met4.png
Scale: 6 px per µm.
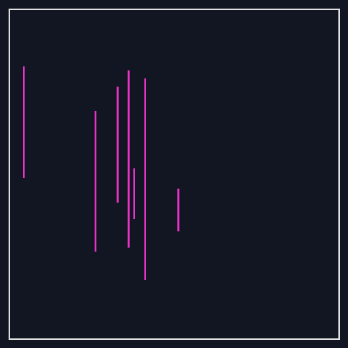
clock_map.png
Scale: 10 px per µm.
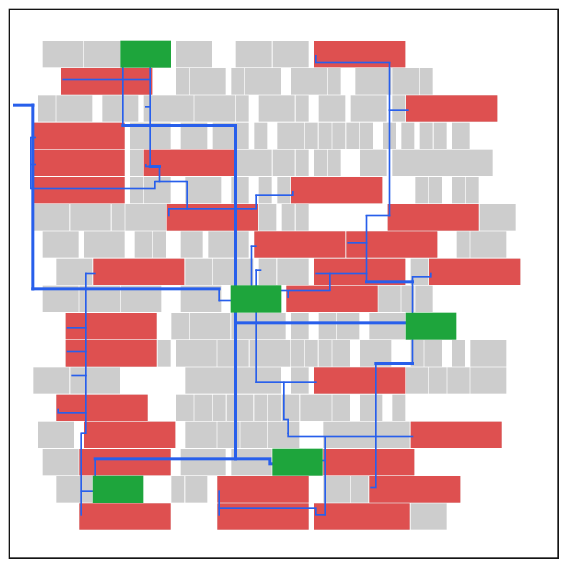
pdn.png
Scale: 8 px per µm. Pins as bars on the die edge.
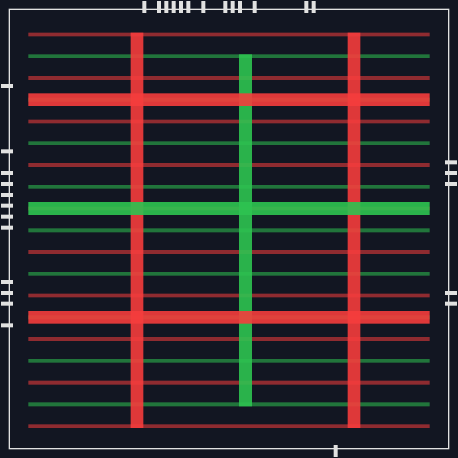
==> config.mk <==
export PLATFORM = sky130hd
export DESIGN_NAME = z80_interrupt_controller
export DESIGN_NICKNAME = d
export VERILOG_FILES = /design/src/rtl/z80_interrupt_controller.sv
export SDC_FILE = /design/constraint.sdc
export NUM_CORES = 1
export LEC_CHECK = 0
export CAP_MARGIN = 20
export CORE_MARGIN = 2
export CORE_UTILIZATION = 56
export CTS_BUF_LIST = sky130_fd_sc_hd__clkbuf_8
export DETAILED_ROUTE_END_ITERATION = 10
export GPL_ROUTABILITY_DRIVEN = 0
export GPL_TIMING_DRIVEN = 0
export PLACE_DENSITY = 0.95
export SETUP_SLACK_MARGIN = 0.1
export SYNTH_ARGS = -nofsm -noshare
export SYNTH_HDL_FRONTEND = slang
export SYNTH_SLANG_ARGS = --single-unit
==> constraint.sdc <==
create_clock -name i_clk -period 4.32 [get_ports i_clk]
set_input_delay 0.432 -clock i_clk [delete_from_list [all_inputs] [get_ports i_clk]]
set_output_delay 0.432 -clock i_clk [all_outputs]
set_load 0.01 [all_outputs]
==> job_summary.md <==
## PnR job results

| Metric | Value |
|---|---|
| GR peak layer | `met2` |
| Status | `complete, no violations` |
| Number of cells on the critical path | `7` |
| Critical path type | `reg -> out` |
| Combinational group share of total power | `28.1%` |
| Seq pwr share | `45.9%` |
| Distinct cells, synth | `32` |
| Count of cells resized by post-cts repair | `0` |
| Worst-path clk slew | `70 ps` |
| Clk sinks | `29` |
| Cts hold-fix bufs | `0` |
| WL met2 | `1.79 mm` |
| Clock root buffer | `clkbuf_8` |
| CTS buffer count | `5` |
| Top comb family, area | `simple AND/OR/NAND/NOR gates` |
| GRT met3 Usage | `7.92%` |
| R2R Setup Slk | `2520 ps` |
| OpenROAD warnings | `26` |
| Final ANT Viol Nets | `0` |
| Aoi share | `17.2%` |
| Clock buffer depth | `2` |
| Most numerous logic cell after layout | `dfrtp_1` |
| Area fraction in mux cells | `10.9%` |
| Max Cap Violations | `0` |
| Post-CTS Setup Repair Bufs | `0` |
| Slew Limit Headroom | `62.3%` |
| DR top layer | `met4` |
| Hold Fails Final Rpt | `0` |
| Flops after synth | `29` |
| Yosys chip area | `1440 µm²` |
| Adder Share, Synth | `0%` |
| Pre-Place Util | `58.7%` |
| CP top delay family | `buffers and inverters` |
| Final period util | `64.0%` |
-- met4.png (at the start) --
The layer holds 3.9% of the routed length. 7 nets have wire on it. The longest straight run is 33.3 µm. The layer carries 138 µm of wire.
final wirelength: 3.52 mm
vias: 1276

-- clock_map.png (at the start) --
Key: flip-flops = red [count 29]; clock wires = blue [length 397 µm]; cells driving clock nets = green [count 5]
Position of the flops: widely spread.
Latency at later pin: 290 ps
Clk power: 0.249 mW
Clock Skews: 6.62 ps
clock share of power: 26.0%

-- pdn.png (at the start) --
Key: VDD = green; VSS = red
31 signal pins sit on the boundary. 3 straps on met4. 19 met1 rails follow the rows. The core has 18 rows. 3 straps on met5.
die height: 54.7 µm
die width: 54.7 µm
Peak VDD IR: 430 µV
core area: 2450 µm²

## stage by stage
step / util (%) / hold slack [ps] / std cells / setup WS [ps]
floorplan: - / 446 / 140 / 2540
global placement: 71.3 / 462 / 197 / 1730
detailed placement: 71.3 / 477 / 197 / 1690
CTS: 75.4 / 492 / 205 / 1550
global route: 76.5 / 249 / 206 / 1410
finish: 76.5 / 231 / 206 / 1560
## final cells by class
type	instances	area, µm²
Sequential cell	29	727
Inverter	3	11.3
Tap cell	30	37.5
Multi-Input combinational cell	103	682
Buffer	5	21.3
Fill cell	155	577
Clock buffer	7	96.3
Timing Repair Buffer	28	298
Clock inverter	1	5.00
## power by group through the flow
stage | registers, mW | logic [mW] | clock network [mW]
floorplan | 0.414 | 0.183 | 0
global placement | 0.432 | 0.247 | 0
detailed placement | 0.437 | 0.262 | 0
CTS | 0.434 | 0.263 | 0.249
global route | 0.449 | 0.299 | 0.264
finish | 0.440 | 0.269 | 0.249
## Yosys cell counts, drive strengths merged
master	n	area, µm²
a211oi	1	7.51
a21boi	1	7.51
a21oi	3	15.0
a221oi	2	23.8
a22o	3	26.3
a22oi	9	72.6
a31oi	2	12.5
and3	1	6.26
buf	2	10.0
clkbuf	3	11.3
dfrtp	28	701
dfstp	1	26.3
inv	3	11.3
mux2	14	158
nand2	20	75.1
nand2b	1	6.26
nand3	4	20.0
nor2	20	75.1
nor2b	2	12.5
nor3	4	30.0
nor4	1	6.26
nor4b	1	23.8
o21a	1	7.51
o21ai	9	48.8
o311ai	1	26.3
or3	2	12.5
xnor2	1	8.76
## cells by family after synthesis
family | count (synthesis)
AND-OR/OR-AND | 32
XOR/XNOR | 1
buffers and inverters | 8
flip-flops | 29
multiplexers | 14
AND/OR/NAND/NOR | 56
Power is estimated from default activity; no workload was simulated.
